==> src/rtl/float_dot_seq_pkg.sv <==
// Shared state encoding and derived-width helpers for the dot-product sequencer.
package float_dot_seq_pkg;

  typedef enum logic [1:0] {
    IDLE = 2'd0,
    RUN  = 2'd1,
    DONE = 2'd2
  } state_e;

  function automatic int exp_out(input int exp_in);
    return exp_in + 1;
  endfunction

  function automatic int frac_out(input int frac_in);
    return 2 * frac_in + 1;
  endfunction

  function automatic int acc_frac(input int exp_in, input int frac_in);
    return frac_out(frac_in) + 2 ** (exp_out(exp_in) - 1) - 2;
  endfunction

  function automatic int acc_non_frac(input int exp_in, input int extra_bits);
    return extra_bits + 1 + 2 ** (exp_out(exp_in) - 1);
  endfunction

  function automatic int acc_w(input int exp_in, input int frac_in, input int extra_bits);
    return acc_frac(exp_in, frac_in) + acc_non_frac(exp_in, extra_bits);
  endfunction

endpackage

==> src/rtl/float_dot_product_sequencer_if.sv <==
// Command, operand and result handshake bundle of the dot-product sequencer.
interface float_dot_product_sequencer_if #(
  parameter int LEN_WIDTH = 16,
  parameter int OP_W      = 6,
  parameter int ACC_W     = 28
);
  logic                 cmd_valid;
  logic                 cmd_ready;
  logic [LEN_WIDTH-1:0] cmd_len;
  logic                 cmd_clear;
  logic                 in_valid;
  logic                 in_ready;
  logic [OP_W-1:0]      in_a;
  logic [OP_W-1:0]      in_b;
  logic                 out_valid;
  logic                 out_ready;
  logic [ACC_W-1:0]     out_acc;

  modport master (
    output cmd_valid, cmd_len, cmd_clear, in_valid, in_a, in_b, out_ready,
    input  cmd_ready, in_ready, out_valid, out_acc
  );

  modport slave (
    input  cmd_valid, cmd_len, cmd_clear, in_valid, in_a, in_b, out_ready,
    output cmd_ready, in_ready, out_valid, out_acc
  );
endinterface

==> src/rtl/float_dot_product_sequencer_fma.sv <==
// Exact float multiply added into a Kulisch fixed-point accumulator.
// Every exponent code is finite; exponent 0 encodes denormals.
module float_dot_product_sequencer_fma #(
  parameter int EXP_IN             = 3,
  parameter int FRAC_IN            = 2,
  parameter int TRAILING_BITS      = 2,
  parameter int OVERFLOW_DETECTION = 0,
  parameter int ACC_FRAC           = 11,
  parameter int ACC_W              = 28
) (
  input  logic [EXP_IN+FRAC_IN:0] a_i,
  input  logic [EXP_IN+FRAC_IN:0] b_i,
  input  logic [ACC_W-1:0]        acc_i,
  output logic [ACC_W-1:0]        acc_o
);
  localparam int SIG_W     = FRAC_IN + 1;
  localparam int BIAS      = 2 ** (EXP_IN - 1) - 1;
  localparam int SHIFT_OFS = ACC_FRAC - 2 * (BIAS + FRAC_IN);
  localparam int SH_W      = EXP_IN + 2;
  localparam int SIGN_BIT  = EXP_IN + FRAC_IN;

  logic [SIG_W-1:0]   sig_a_s, sig_b_s;
  logic [EXP_IN-1:0]  exp_a_s, exp_b_s, eff_a_s, eff_b_s;
  logic [2*SIG_W-1:0] prod_s;
  logic [SH_W-1:0]    shift_s;
  logic [ACC_W-1:0]   mag_s, term_s;

  if (TRAILING_BITS < 0 || OVERFLOW_DETECTION != 0 || SHIFT_OFS < 0) begin : g_param_check
    $error("unsupported FloatMultiplyAdd configuration");
  end

  // Product LSB weight is 2^(2*(1-BIAS-FRAC_IN)), so the shift places it exactly on the accumulator grid.
  always_comb begin
    exp_a_s = a_i[SIGN_BIT-1:FRAC_IN];
    exp_b_s = b_i[SIGN_BIT-1:FRAC_IN];
    sig_a_s = {|exp_a_s, a_i[FRAC_IN-1:0]};
    sig_b_s = {|exp_b_s, b_i[FRAC_IN-1:0]};
    eff_a_s = (|exp_a_s) ? exp_a_s : EXP_IN'(1);
    eff_b_s = (|exp_b_s) ? exp_b_s : EXP_IN'(1);
    prod_s  = {{SIG_W{1'b0}}, sig_a_s} * {{SIG_W{1'b0}}, sig_b_s};
    shift_s = SH_W'(eff_a_s) + SH_W'(eff_b_s) + SH_W'(SHIFT_OFS);
    mag_s   = {{(ACC_W-2*SIG_W){1'b0}}, prod_s} << shift_s;
    term_s  = (a_i[SIGN_BIT] ^ b_i[SIGN_BIT]) ? (~mag_s + ACC_W'(1)) : mag_s;
    acc_o   = acc_i + term_s;
  end
endmodule

==> src/rtl/float_dot_product_sequencer.sv <==
// Runs N operand pairs through one multiply-add, keeping the Kulisch sum in a
// register, and hands the final sum out on a valid/ready result port.
module float_dot_product_sequencer
  import float_dot_seq_pkg::*;
#(
  parameter int EXP_IN        = 3,
  parameter int FRAC_IN       = 2,
  parameter int TRAILING_BITS = 2,
  parameter int ACC_EXTRA_BIT = 8,
  parameter int LEN_WIDTH     = 16
) (
  input logic                          clock,
  input logic                          reset,
  float_dot_product_sequencer_if.slave bus
);
  localparam int ACC_FRAC = acc_frac(EXP_IN, FRAC_IN);
  localparam int ACC_W    = acc_w(EXP_IN, FRAC_IN, ACC_EXTRA_BIT);

  state_e               state_q;
  logic [LEN_WIDTH-1:0] count_q;
  logic [ACC_W-1:0]     acc_q, acc_d, out_acc_q;
  logic                 cmd_ready_q, in_ready_q, out_valid_q;

  float_dot_product_sequencer_fma #(
    .EXP_IN             (EXP_IN),
    .FRAC_IN            (FRAC_IN),
    .TRAILING_BITS      (TRAILING_BITS),
    .OVERFLOW_DETECTION (0),
    .ACC_FRAC           (ACC_FRAC),
    .ACC_W              (ACC_W)
  ) u_fma (
    .a_i   (bus.in_a),
    .b_i   (bus.in_b),
    .acc_i (acc_q),
    .acc_o (acc_d)
  );

  // Sequencer FSM with length counter, sum register and registered handshake outputs.
  always_ff @(posedge clock or posedge reset) begin
    if (reset) begin
      state_q     <= IDLE;
      count_q     <= '0;
      acc_q       <= '0;
      out_acc_q   <= '0;
      cmd_ready_q <= 1'b1;
      in_ready_q  <= 1'b0;
      out_valid_q <= 1'b0;
    end else begin
      case (state_q)
        IDLE: begin
          if (bus.cmd_valid) begin
            count_q     <= bus.cmd_len;
            cmd_ready_q <= 1'b0;
            if (bus.cmd_clear) begin
              acc_q <= '0;
            end
            if (bus.cmd_len != '0) begin
              state_q    <= RUN;
              in_ready_q <= 1'b1;
            end else begin
              state_q     <= DONE;
              out_valid_q <= 1'b1;
              out_acc_q   <= bus.cmd_clear ? '0 : acc_q;
            end
          end
        end
        RUN: begin
          if (bus.in_valid) begin
            acc_q   <= acc_d;
            count_q <= count_q - LEN_WIDTH'(1);
            if (count_q == LEN_WIDTH'(1)) begin
              state_q     <= DONE;
              in_ready_q  <= 1'b0;
              out_valid_q <= 1'b1;
              out_acc_q   <= acc_d;
            end
          end
        end
        DONE: begin
          // The sum stays in acc_q so a following cmd_clear=0 command can chain onto it.
          if (bus.out_ready) begin
            state_q     <= IDLE;
            out_valid_q <= 1'b0;
            cmd_ready_q <= 1'b1;
          end
        end
        default: begin
          state_q     <= IDLE;
          cmd_ready_q <= 1'b1;
          in_ready_q  <= 1'b0;
          out_valid_q <= 1'b0;
        end
      endcase
    end
  end

  assign bus.cmd_ready = cmd_ready_q;
  assign bus.in_ready  = in_ready_q;
  assign bus.out_valid = out_valid_q;
  assign bus.out_acc   = out_acc_q;
endmodule
==> src/flat_wrapper.sv <==
// flat-port wrapper written by rule: the top's interface ports become plain ports
module float_dot_product_sequencer_flat import float_dot_seq_pkg::*;
#(
  parameter int EXP_IN        = 3,
  parameter int FRAC_IN       = 2,
  parameter int TRAILING_BITS = 2,
  parameter int ACC_EXTRA_BIT = 8,
  parameter int LEN_WIDTH     = 16
)
  (clock, reset, bus_cmd_valid, bus_cmd_len, bus_cmd_clear, bus_in_valid, bus_in_a, bus_in_b, bus_out_ready, bus_cmd_ready, bus_in_ready, bus_out_valid, bus_out_acc);
  float_dot_product_sequencer_if #(.LEN_WIDTH(LEN_WIDTH)) bus_i ();
  input logic clock;
  input logic reset;
  input wire logic [$bits(bus_i.cmd_valid)-1:0] bus_cmd_valid;
  input wire logic [$bits(bus_i.cmd_len)-1:0] bus_cmd_len;
  input wire logic [$bits(bus_i.cmd_clear)-1:0] bus_cmd_clear;
  input wire logic [$bits(bus_i.in_valid)-1:0] bus_in_valid;
  input wire logic [$bits(bus_i.in_a)-1:0] bus_in_a;
  input wire logic [$bits(bus_i.in_b)-1:0] bus_in_b;
  input wire logic [$bits(bus_i.out_ready)-1:0] bus_out_ready;
  output wire logic [$bits(bus_i.cmd_ready)-1:0] bus_cmd_ready;
  output wire logic [$bits(bus_i.in_ready)-1:0] bus_in_ready;
  output wire logic [$bits(bus_i.out_valid)-1:0] bus_out_valid;
  output wire logic [$bits(bus_i.out_acc)-1:0] bus_out_acc;
  assign bus_i.cmd_valid = bus_cmd_valid;
  assign bus_i.cmd_len = bus_cmd_len;
  assign bus_i.cmd_clear = bus_cmd_clear;
  assign bus_i.in_valid = bus_in_valid;
  assign bus_i.in_a = bus_in_a;
  assign bus_i.in_b = bus_in_b;
  assign bus_i.out_ready = bus_out_ready;
  assign bus_cmd_ready = bus_i.cmd_ready;
  assign bus_in_ready = bus_i.in_ready;
  assign bus_out_valid = bus_i.out_valid;
  assign bus_out_acc = bus_i.out_acc;
  float_dot_product_sequencer #(.EXP_IN(EXP_IN), .FRAC_IN(FRAC_IN), .TRAILING_BITS(TRAILING_BITS), .ACC_EXTRA_BIT(ACC_EXTRA_BIT), .LEN_WIDTH(LEN_WIDTH)) u_core (.clock(clock), .reset(reset), .bus(bus_i));
endmodule
==> config.mk <==
export PLATFORM = sky130hd
export DESIGN_NAME = float_dot_product_sequencer_flat
export DESIGN_NICKNAME = d
export VERILOG_FILES = /design/src/rtl/float_dot_seq_pkg.sv /design/src/rtl/float_dot_product_sequencer_if.sv /design/src/rtl/float_dot_product_sequencer_fma.sv /design/src/rtl/float_dot_product_sequencer.sv /design/src/flat_wrapper.sv
export SDC_FILE = /design/constraint.sdc
export NUM_CORES = 1
export LEC_CHECK = 0
export ABC_CLOCK_PERIOD_IN_PS = 3600
export CORE_AREA = 2 2 153 110
export CTS_CLUSTER_DIAMETER = 80
export DETAILED_ROUTE_END_ITERATION = 8
export DIE_AREA = 0 0 155 112
export SLEW_MARGIN = 20
export SYNTH_ARGS = -nofsm -noshare
export SYNTH_HDL_FRONTEND = slang
export SYNTH_SLANG_ARGS = --single-unit
==> constraint.sdc <==
create_clock -name clock -period 3.6 [get_ports clock]
set_input_delay 0.72 -clock clock [delete_from_list [all_inputs] [get_ports clock]]
set_output_delay 0.72 -clock clock [all_outputs]
set_load 0.05 [all_outputs]
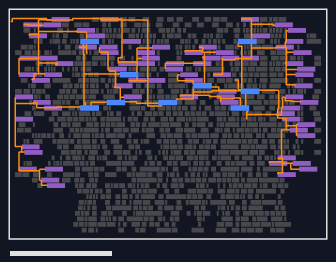
*Clock distribution*
The bar under the picture is 50 microns long.
[flip-flops] purple | count: 77
[clock wires] orange | length: 1,080 microns
[clock-net drivers] blue | count: 9
routed clock nets: 10
clock share of power: 10.0%
Clock group: 0.994 mW

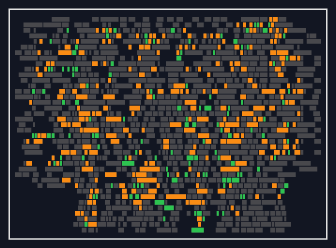
*Selected gate families*
| family | color | cells | most used | where |
|---|---|---|---|---|
| aoi and oai cells | orange | 244 | a21oi_1 | widely spread |
| nand cells | green | 128 | nand2_1 | widely spread |
Top cell excl fill/tap: buf_4
Comb/total area: 49.8%
non-filler cells, final: 1,323

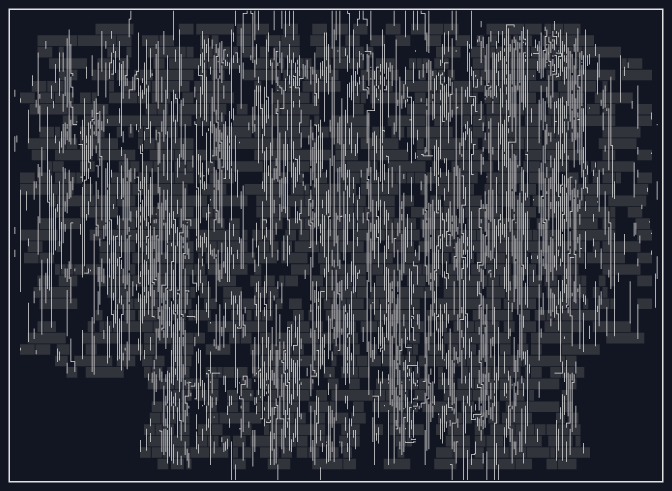
*Met2 routing*
Cells faint in the background.
wire length on this layer: 10,900 microns
main direction: vertical
longest straight run: 36.0 microns
share of all routed wire: 45%
routed wire length: 24.0 mm
M2 GR Usage: 41.2%
via count: 7,591

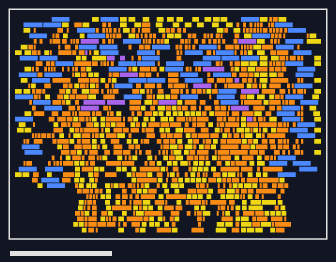
*Placement by cell class*
The bar under the picture is 50 microns long.
| class | color | cells | share of their area |
|---|---|---|---|
| registers | blue | 77 | 18% |
| remaining logic cells | orange | 697 | 52% |
| remaining buffers and delay cells | yellow | 328 | 27% |
| clock drivers and dummy loads | purple | 16 | 3.0% |
post-layout instance area: 10,900 sq um
Core Area: 16,000 sq um
Final Core Density: 68.2%
Site Rows: 39
Seq area share: 17.7%

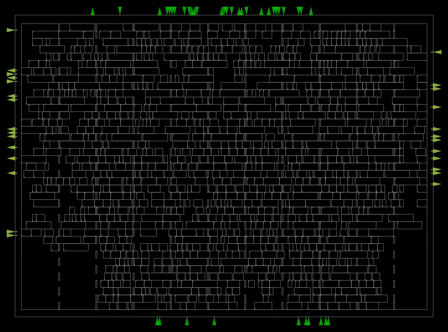
*Placed standard cells*
# fillers: 1,237
Flops: 77
well tap count: 205

==> GITHUB_STEP_SUMMARY <==
### Yosys + OpenROAD results

| Metric | Value |
|---|---|
| Status | `complete, but fails checks` |
| Failing checks | `negative setup slack` |
| Area Growth Syn to Fin | `66.5%` |
| Crit path top cell by count | `buf_4` |
| First DRT Iteration DRCs | `544` |
| Setup-failing EPs final | `52` |
| F_max | `169 MHz` |
| Crit path DRT | `3.88 ns` |
| Largest stage delay, worst path | `0.57 ns` |
| Most frequent cells in the layout | `buf_4 (213), nand2_1 (81), dfrtp_1 (76)` |
| Final Hold Viols | `0` |
| Yosys stat area | `6540 sq um` |
| Stage-log warning count | `32` |
| Clock Latency Late Sink | `0.34 ns` |
| Distinct cell type count after synthesis | `73` |
| Post-route ant nets | `0` |
| Io pins | `65` |
| IO Port Bufs | `64` |
| Final HPWL DP | `16.6 mm` |
| Slowest library cell on the worst path | `fa_2` |
| Post-synth top flop | `dfrtp_1` |
| Critical path class | `input pin to register` |
| GRT overflow | `0` |
| Worst hold path type | `register to register` |
| Post-synth ARST share | `100%` |
| Yosys xor share | `6.64%` |
| Place WS | `-3.17 ns` |
| Flops & latches, synth | `77` |
| Fraction of layout cells with a size suffix above 1 | `42.1%` |
| Logic family by area | `AND-OR/OR-AND gates` |
| Width of the die | `155 microns` |
| Syn_nets | `894` |
| Maxcap violations | `0` |
| Final Worst Setup Slack | `-2.32 ns` |
| Max H-tree Level | `3` |
| Placer Congestion | `0.918` |
| Clock slew at reported path FFs | `0.07 ns` |
| Root Driver | `clkbuf_16` |
| Longest Clk Path Bufs | `2` |
| Fin crit period | `5.92 ns` |
| First-pass GRT wire length | `37.4 mm` |
| Final total power | `9.97 mW` |
| Post-synth EDFFs | `0` |
| Worst-Margin Slew | `0.557 ns` |
| Cell count after synthesis | `816` |
| Ys Warns | `0` |
| Tot GR Track Use | `26.8%` |
| RSZ-0062 raised after global routing | `true` |
| Maximum fanout along the worst path | `4` |
| # nets final | `1,191` |
| Mapped Area | `6540 sq um` |
| Adder-Cell Fraction of Synth Area | `8.88%` |
| Die Size | `17,400 sq um` |
| DRC viols | `0` |
| Slew Limit Fails | `0` |
| FP Core Util | `41.0%` |
| Post-synthesis mux area share | `1.99%` |
| Clock buffers created by TritonCTS | `9` |
| Crit path DAT | `6.20 ns` |
| Tcrit/Tclk final | `164%` |
| Max Clock Skew | `0.0117 ns` |
| Clock Sinks | `77` |
| Ao+oa area frac | `27.5%` |
| Vias in the first global route | `7,479` |
| DR pass1 iterations | `5` |
| Worst setup SP type | `input pin` |
| Die Height | `112 microns` |
| CTS tree | `done` |
| Largest net degree at the start of global routing | `78` |
| # diodes | `0` |
| Worst setup EP type | `register` |
| LEAKAGE | `4.79 nW` |
| Syn avg cell area | `8.01 sq um` |
| Rel. slew slack | `62.6%` |
| Pwr dens | `916 nW/um^2` |
| DR vias/cell | `5.74` |
| Yosys cell count | `816` |
| Initial antenna violation count | `0` |
| Worst VDD drop | `0.600 mV` |
| Synth Seq Share | `29.5%` |
| Basic Gates by Area | `20.7%` |
| WL per Instance | `18.1 microns` |
| Placed insts | `1,241` |
what timing repair did:
action,in CTS,in global routing
hold buffers,0,0
buffers inserted,45,30
pin swaps,89,97
gates resized,185,89
setup endpoints to repair,54,54
cell families (layout without fill, tap and decap cells):
group	after synthesis	after routing
compound gates	287	287
simple gates	284	284
flops	77	77
buf+inv	66	368
xor+xnor	47	47
fa+ha+maj	44	44
mux	11	11
report_power, final:
part	switching, mW	internal, mW
registers	0.366	1.28
clock network	0.379	0.615
logic	3.95	3.37
registers in the layout (all words and copies together) (netlist names):
register	count
u_core.acc_q	28
u_core.bus.cmd_ready	1
u_core.bus.in_ready	1
u_core.bus.out_acc	28
u_core.bus.out_valid	1
u_core.count_q	16
u_core.state_q	2
final timing paths:
path,end,slack [ns],cells past startpoint,startpoint
min in group asynchronous,u_core.count_q[14],0.78,3,reset
max,u_core.acc_q[27],-2.32,30,bus_in_a[4]
min,u_core.bus.in_ready,0.49,1,u_core.bus.in_ready
max reg2reg,u_core.bus.out_acc[17],0.61,13,u_core.acc_q[2]
max in group asynchronous,u_core.bus.cmd_ready,2.45,3,reset
min reg2reg,u_core.bus.in_ready,0.49,1,u_core.bus.in_ready
per-stage QoR:
stage                     instance area (sq um)  hold slack, ns  util [%]  setup TNS, ns
after floorplan                            6770           0.443         -         -74.37
after global routing                      10900           0.515      68.2        -102.73
after global placement                     8990           0.463      56.3        -129.51
final                                     10900           0.486      68.2         -93.72
after CTS                                 10300           0.488      64.5         -87.08
after detailed placement                   8990           0.468      56.3        -132.59
worst max-delay path: cells and delay by family:
family,cells,cell delay [ns]
xor+xnor,2,0.29
fa+ha+maj,4,1.42
simple gates,8,1.42
compound gates,9,1.51
buf+inv,7,0.82
layer usage:
layer  routed length [microns]  GRT usage, %  vias up
met5                         0             0        -
met4                       408          7.41        0
met3                      1610          6.66       35
met2                     10900          41.2      269
met1                     11100          37.7     3719
li1                          -             -     3568
synthesized netlist by cell type, types with 6 or more instances:
cell type  count  area share (%)
a21oi_1      101             7.7
a31oi_1        6            0.57
o21a_1         7            0.80
nand4_1        7            0.67
a32o_1         7             1.1
dfrtp_1       76              29
nand2_1       87             5.0
buf_6          7             1.2
nand3_1       22             1.7
nor3b_1       17             2.0
nor2b_1        6            0.57
or2_2          6            0.57
or3_1          6            0.57
a211oi_1      10             1.1
nor3_1        20             1.5
xnor2_1       24             3.2
xor2_1        21             2.8
nor2_1        78             4.5
clkbuf_1      27             1.6
nand2b_1       7            0.67
ha_1          40             7.7
mux2_2         6             1.0
o21ai_0       76             5.8
a22oi_1       11             1.3
a21o_1        18             2.1
and3_1         6            0.57
inv_1         24             1.4
layout make-up:
class,count,area [sq um]
sequential,77,1930
clock inverter,6,95.1
fill,1237,5070
clock buffer,10,229
inverter,24,90.1
tap,205,256
timing repair buffer,328,2870
multi-input combinational,673,5420
Power figures rest on the tool's default switching activity, not on a simulated workload.
